Run 1, cell area per tile:
(1 px per um) The die is cut into 30 by 27 equal tiles; dark blue is low, red is high, 0 to 100% covered.
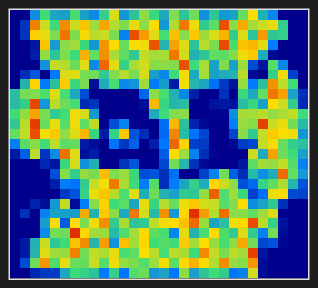
Run 1, cell classes on the final placement:
(1 px per um)
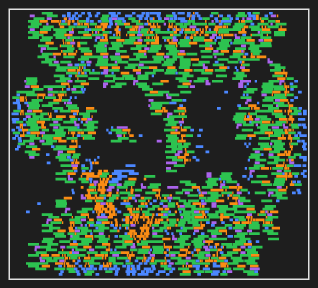
Run 1, cell outlines without signal wires:
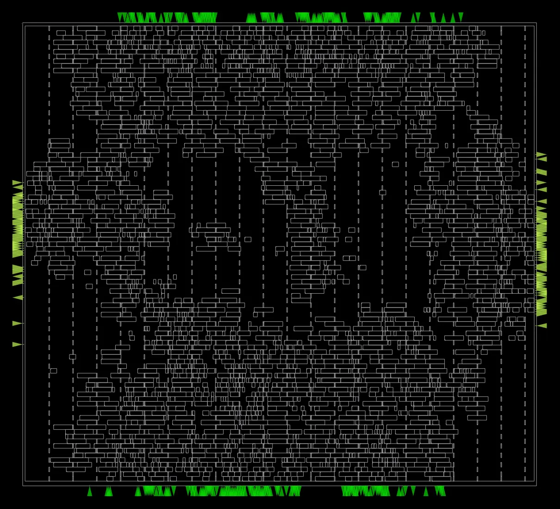
`config.mk`:
```
export PLATFORM = sky130hd
export DESIGN_NAME = cmd_fetch_buf
export DESIGN_NICKNAME = d
export VERILOG_FILES = /design/src/rtl/cmd_fetch_buf.sv
export SDC_FILE = /design/constraint.sdc
export NUM_CORES = 1
export LEC_CHECK = 0
export CORE_ASPECT_RATIO = 0.9
export CORE_UTILIZATION = 35
export CTS_BUF_LIST = sky130_fd_sc_hd__clkbuf_8
export DETAILED_ROUTE_END_ITERATION = 10
export GPL_TIMING_DRIVEN = 0
export PLACE_DENSITY = 0.62
export SETUP_SLACK_MARGIN = 0.2
export SYNTH_ARGS = -nofsm -noshare
export SYNTH_HDL_FRONTEND = slang
export SYNTH_SLANG_ARGS = --single-unit
```
`constraint.sdc`:
```
create_clock -name clk -period 11.66 [get_ports clk]
set_input_delay 1.166 -clock clk [delete_from_list [all_inputs] [get_ports clk]]
set_output_delay 1.166 -clock clk [all_outputs]
set_load 0.005 [all_outputs]
```
`src/rtl/cmd_fetch_buf.sv`:
```
// Prefetching command fetch unit: credit-limited reads to MEM_TO_CMD banks, epoch-tagged latency pipe,
// head-registered command FIFO. Define CMD_FETCH_STATS_EN to add the stat_fetched/stat_discarded counters.
module cmd_fetch_buf #(
  parameter int unsigned CMD_ADDR_WIDTH   = 8,
  parameter int unsigned MEM_WIDTH        = 32,
  parameter int unsigned MEM_TO_CMD       = 4,
  parameter int unsigned MEM_READ_LATENCY = 2,
  parameter int unsigned FIFO_DEPTH       = 4
) (
  input  logic                                clk,
  input  logic                                reset,
  input  logic                                start,
  input  logic [CMD_ADDR_WIDTH-1:0]           start_addr,
  input  logic                                stop,
  input  logic                                jump_valid,
  input  logic [CMD_ADDR_WIDTH-1:0]           jump_addr,
  output logic                                mem_en,
  output logic [CMD_ADDR_WIDTH-1:0]           mem_addr,
  input  logic [MEM_WIDTH*MEM_TO_CMD-1:0]     mem_rdata,
  output logic [MEM_WIDTH*MEM_TO_CMD-1:0]     cmd_out,
  output logic [CMD_ADDR_WIDTH-1:0]           cmd_addr,
  output logic                                cmd_valid,
  input  logic                                cmd_ready,
  output logic                                busy
`ifdef CMD_FETCH_STATS_EN
  ,
  output logic [31:0]                         stat_fetched,
  output logic [15:0]                         stat_discarded
`endif
);

  localparam int unsigned CMD_WIDTH = MEM_WIDTH * MEM_TO_CMD;
  localparam int          LAT       = int'(MEM_READ_LATENCY);
  localparam int unsigned PTR_W     = $clog2(FIFO_DEPTH);
  localparam int unsigned CNT_W     = PTR_W + 1;
  localparam int unsigned OCC_W     = $clog2(FIFO_DEPTH + MEM_READ_LATENCY + 2) + 1;

  typedef logic [CMD_ADDR_WIDTH-1:0] addr_t;
  typedef logic [CMD_WIDTH-1:0]      cmd_t;
  typedef enum logic {ST_IDLE, ST_FETCH} state_e;

  state_e           state_q, state_d;
  addr_t            fetch_ptr_q, fetch_ptr_d;
  logic             epoch_q, epoch_d;
  logic             mem_en_q, mem_en_d;
  addr_t            mem_addr_q, mem_addr_d;
  logic [LAT-1:0]   pipe_vld_q, pipe_vld_d;
  logic [LAT-1:0]   pipe_epoch_q, pipe_epoch_d;
  addr_t            pipe_addr_q [LAT];
  addr_t            pipe_addr_d [LAT];
  logic [PTR_W-1:0] wr_ptr_q, wr_ptr_d, rd_ptr_q, rd_ptr_d;
  logic [CNT_W-1:0] count_q, count_d;
  cmd_t             cmd_out_q, cmd_out_d;
  addr_t            cmd_addr_q, cmd_addr_d;
  logic             cmd_valid_q, cmd_valid_d;

  cmd_t             fifo_data_mem [FIFO_DEPTH];
  addr_t            fifo_addr_mem [FIFO_DEPTH];

  logic             in_fetch, redirect, pop, push, issue;
  logic [OCC_W-1:0] inflight;
  addr_t            redirect_addr;

  // Reads in flight: the one on the bank interface now plus every valid pipe stage.
  always_comb begin
    inflight = OCC_W'(mem_en_q);
    for (int i = 0; i < LAT; i++) inflight = inflight + OCC_W'(pipe_vld_q[i]);
  end

  assign in_fetch      = (state_q == ST_FETCH);
  assign redirect      = in_fetch && (stop || jump_valid || start);
  assign redirect_addr = jump_valid ? jump_addr : start_addr;
  assign pop           = cmd_valid_q && cmd_ready && !redirect;
  assign push          = pipe_vld_q[LAT-1] && (pipe_epoch_q[LAT-1] == epoch_q) && !redirect;
  // A same-cycle pop frees its slot, which is what sustains one command per cycle.
  assign issue         = in_fetch && !redirect &&
                         ((inflight + OCC_W'(count_q) - OCC_W'(pop)) < OCC_W'(FIFO_DEPTH));

  always_comb begin
    // NOTE: every always_comb output gets a default first, so no path can infer a latch.
    state_d     = state_q;
    fetch_ptr_d = fetch_ptr_q;
    epoch_d     = epoch_q;
    if (in_fetch) begin
      if (stop) begin
        state_d = ST_IDLE;
        epoch_d = ~epoch_q;
      end else if (jump_valid || start) begin
        fetch_ptr_d = redirect_addr;
        epoch_d     = ~epoch_q;
      end else if (issue) begin
        fetch_ptr_d = fetch_ptr_q + CMD_ADDR_WIDTH'(1);
      end
    end else if (start) begin
      state_d     = ST_FETCH;
      fetch_ptr_d = start_addr;
    end

    mem_en_d   = issue;
    mem_addr_d = issue ? fetch_ptr_q : mem_addr_q;

    // Redirect clears every in-flight valid bit, so back-to-back redirects cannot alias on the 1-bit epoch.
    pipe_vld_d[0]   = mem_en_q && !redirect;
    pipe_epoch_d[0] = epoch_q;
    pipe_addr_d[0]  = mem_addr_q;
    for (int i = 1; i < LAT; i++) begin
      pipe_vld_d[i]   = pipe_vld_q[i-1] && !redirect;
      pipe_epoch_d[i] = pipe_epoch_q[i-1];
      pipe_addr_d[i]  = pipe_addr_q[i-1];
    end

    if (redirect) begin
      wr_ptr_d = '0;
      rd_ptr_d = '0;
      count_d  = '0;
    end else begin
      wr_ptr_d = push ? wr_ptr_q + PTR_W'(1) : wr_ptr_q;
      rd_ptr_d = pop  ? rd_ptr_q + PTR_W'(1) : rd_ptr_q;
      count_d  = count_q + CNT_W'(push) - CNT_W'(pop);
    end

    // Head register: bypass the incoming return when it lands in the slot that becomes the head.
    cmd_valid_d = (count_d != '0);
    cmd_out_d   = cmd_out_q;
    cmd_addr_d  = cmd_addr_q;
    if (push && (wr_ptr_q == rd_ptr_d)) begin
      cmd_out_d  = mem_rdata;
      cmd_addr_d = pipe_addr_q[LAT-1];
    end else if (count_d != '0) begin
      cmd_out_d  = fifo_data_mem[rd_ptr_d];
      cmd_addr_d = fifo_addr_mem[rd_ptr_d];
    end
  end

  always_ff @(posedge clk) begin
    if (reset) begin
      state_q      <= ST_IDLE;
      fetch_ptr_q  <= '0;
      epoch_q      <= 1'b0;
      mem_en_q     <= 1'b0;
      mem_addr_q   <= '0;
      pipe_vld_q   <= '0;
      pipe_epoch_q <= '0;
      for (int i = 0; i < LAT; i++) pipe_addr_q[i] <= '0;
      wr_ptr_q     <= '0;
      rd_ptr_q     <= '0;
      count_q      <= '0;
      cmd_out_q    <= '0;
      cmd_addr_q   <= '0;
      cmd_valid_q  <= 1'b0;
    end else begin
      state_q      <= state_d;
      fetch_ptr_q  <= fetch_ptr_d;
      epoch_q      <= epoch_d;
      mem_en_q     <= mem_en_d;
      mem_addr_q   <= mem_addr_d;
      pipe_vld_q   <= pipe_vld_d;
      pipe_epoch_q <= pipe_epoch_d;
      pipe_addr_q  <= pipe_addr_d;
      wr_ptr_q     <= wr_ptr_d;
      rd_ptr_q     <= rd_ptr_d;
      count_q      <= count_d;
      cmd_out_q    <= cmd_out_d;
      cmd_addr_q   <= cmd_addr_d;
      cmd_valid_q  <= cmd_valid_d;
    end
  end

  // NOTE: storage is deliberately not reset; count and pointers alone define which slots are live.
  always_ff @(posedge clk) begin
    if (push) begin
      fifo_data_mem[wr_ptr_q] <= mem_rdata;
      fifo_addr_mem[wr_ptr_q] <= pipe_addr_q[LAT-1];
    end
  end

  assign mem_en    = mem_en_q;
  assign mem_addr  = mem_addr_q;
  assign cmd_out   = cmd_out_q;
  assign cmd_addr  = cmd_addr_q;
  assign cmd_valid = cmd_valid_q;
  assign busy      = in_fetch || (inflight != '0);

`ifdef CMD_FETCH_STATS_EN
  logic [31:0] stat_fetched_q, stat_fetched_d;
  logic [15:0] stat_discarded_q, stat_discarded_d;
  logic [16:0] disc_sum;

  // A redirect drops everything in flight plus everything buffered.
  always_comb begin
    stat_fetched_d = stat_fetched_q;
    if (push && (stat_fetched_q != '1)) stat_fetched_d = stat_fetched_q + 32'd1;
    disc_sum         = {1'b0, stat_discarded_q} +
                       (redirect ? 17'(inflight + OCC_W'(count_q)) : 17'd0);
    stat_discarded_d = disc_sum[16] ? '1 : disc_sum[15:0];
  end

  always_ff @(posedge clk) begin
    if (reset) begin
      stat_fetched_q   <= '0;
      stat_discarded_q <= '0;
    end else begin
      stat_fetched_q   <= stat_fetched_d;
      stat_discarded_q <= stat_discarded_d;
    end
  end

  assign stat_fetched   = stat_fetched_q;
  assign stat_discarded = stat_discarded_q;
`endif

endmodule

```
==> results.cfg, run 1 <==
; physical design summary
[run_status]
status = finished, final reports clean

[pwr]
total_power_uw = 7278
power.share.sequential = 0.433
cellPowerDensity_nw_per_um2 = 210.4
swShare = 0.2980
p_clk_frac = 0.310
irDropWorstVdd_uv = 107.1

[critical_path]
path_buffers = 6
cp-endpoint = cmd_out[10]
required_ns = 12.26
rrSetupSlack_ns = 7.66
max_stage_delay_ns = 0.55
critical_path.cell_chain = clkdlybuf4s50_1 > o31a_1 > buf_6 > nor2_1 > ha_1 > inv_1 > fa_1 > xnor3_1 > and3b_1 > or2_2 > buf_2 > buf_2 > buf_2 > nand2_1 > a311oi_1

[finish]
comb_share = 0.2026
drive_above_1_share = 0.1736
nNonClkInverters = 16
regMostFlops = fifo_data_mem

[die]
die_area_sq_um = 80010
rows = 97

[clocking]
cts_setup_buffers = 0
path_clk_slew_ns = 0.06
cts_root_buffer = clkbuf_8
clk_latency_ns = 0.72

[place]
gp_congestion = 0.8271
dp_hpwl_um = 46330

[routing]
met2WireLength_um = 35060
drt_iter0_markers = 1142
drtAntennaViolNets = 0
routed-via-count = 16539
dr_wl_met3_um = 4260

[synthesis]
logic_family = multiplexers
ys_area_sq_um = 27610
yosysTopAreaCell = edfxtp_1
synth_cells = 1704

[sta]
drv_slew = 0
max_freq_mhz = 214.5

[global_route]
grt_usage = 0.1773
-- 'cell area per tile' (at the start) --
18% of the tiles are nearly empty. 11% of the tiles are over 75% full. The fullest tile reaches 95%. The mean over all tiles is 42%.

-- 'cell classes on the final placement' (at the start) --
Key: remaining buffers and delay cells = blue [cells 424]; remaining logic cells = orange [cells 857]; clock drivers and dummy loads = purple [cells 227]; registers = green [cells 727]

-- 'cell outlines without signal wires' (at the start) --
fin cells: 3,279
fillers: 6,953
Core ar.: 77,920 sq um
flop share of the area: 0.5782

==> run 1 -> run 2 <==
- clock period: 11.66 -> 4.3 ns (I/O delays scaled with it)
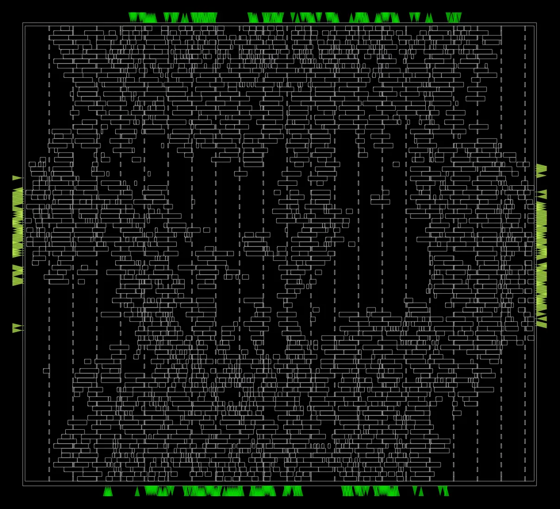
Run 2: cell outlines without signal wires
Core Rows: 97
registers: 727
flop share of the area: 0.5767
tap cells: 1,039
fin cells: 3,277

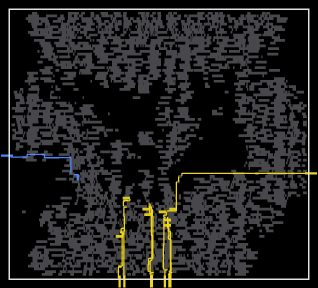
Run 2: wires at chosen ports, followed through buffers
(1 px per um)
Key: `mem_addr` = yellow [direction output, edge 7 south, 1 east, end cells 8, buffers 16, wire 706 um]; `cmd_ready` = blue [direction input, edge west, end cells 2, buffers 1, wire 92.8 um]

==> run 2 against run 1 <==
- sequential power grew to 2.7 times the previous value
- first-iteration DRC count shrank 8.8%
- wire length grew 0.50%
- sequential share of layout area shrank 0.15 points
- combinational power grew to 2.8 times the previous value
- power grew to 2.7 times the previous value
- critical path depth is the same
- die area is the same
- critical path type is now flop to flop
==> results.cfg, run 2 <==
; physical design summary
[sta]
max_freq_mhz = 264.9
drv_slew = 0

[critical_path]
cp-endpoint = cmd_out[126]
worstReg2RegEnd = cmd_out[126]
path_buffers = 4
max_stage_delay_ns = 0.39
required_ns = 4.91

[synthesis]
top_cell_area_share = 0.5917
synth_cells = 1704
fp_nets = 1865
ys_sh_xor = 0.006254
ys_area_sq_um = 27610
logic_family = multiplexers
yosysTopAreaCell = edfxtp_1

[finish]
comb_share = 0.2021
regMostFlops = fifo_data_mem
nFillCells = 6948
drive_above_1_share = 0.1741

[place]
gp_congestion = 0.7852
preCtsSetupSlack_ns = -0.3645

[pwr]
swShare = 0.2999
cellPowerDensity_nw_per_um2 = 570.8
total_power_uw = 19790

[global_route]
grt_usage = 0.1780

[routing]
routed-via-count = 16665
met2WireLength_um = 35030
drtAntennaViolNets = 0
drt_iter0_markers = 1041

[clocking]
path_clk_slew_ns = 0.07
clk_latency_ns = 0.72
cts_setup_buffers = 0

[run_status]
status = finished, final reports clean

[die]
die_area_sq_um = 80010
Power is estimated from default activity; no workload was simulated.
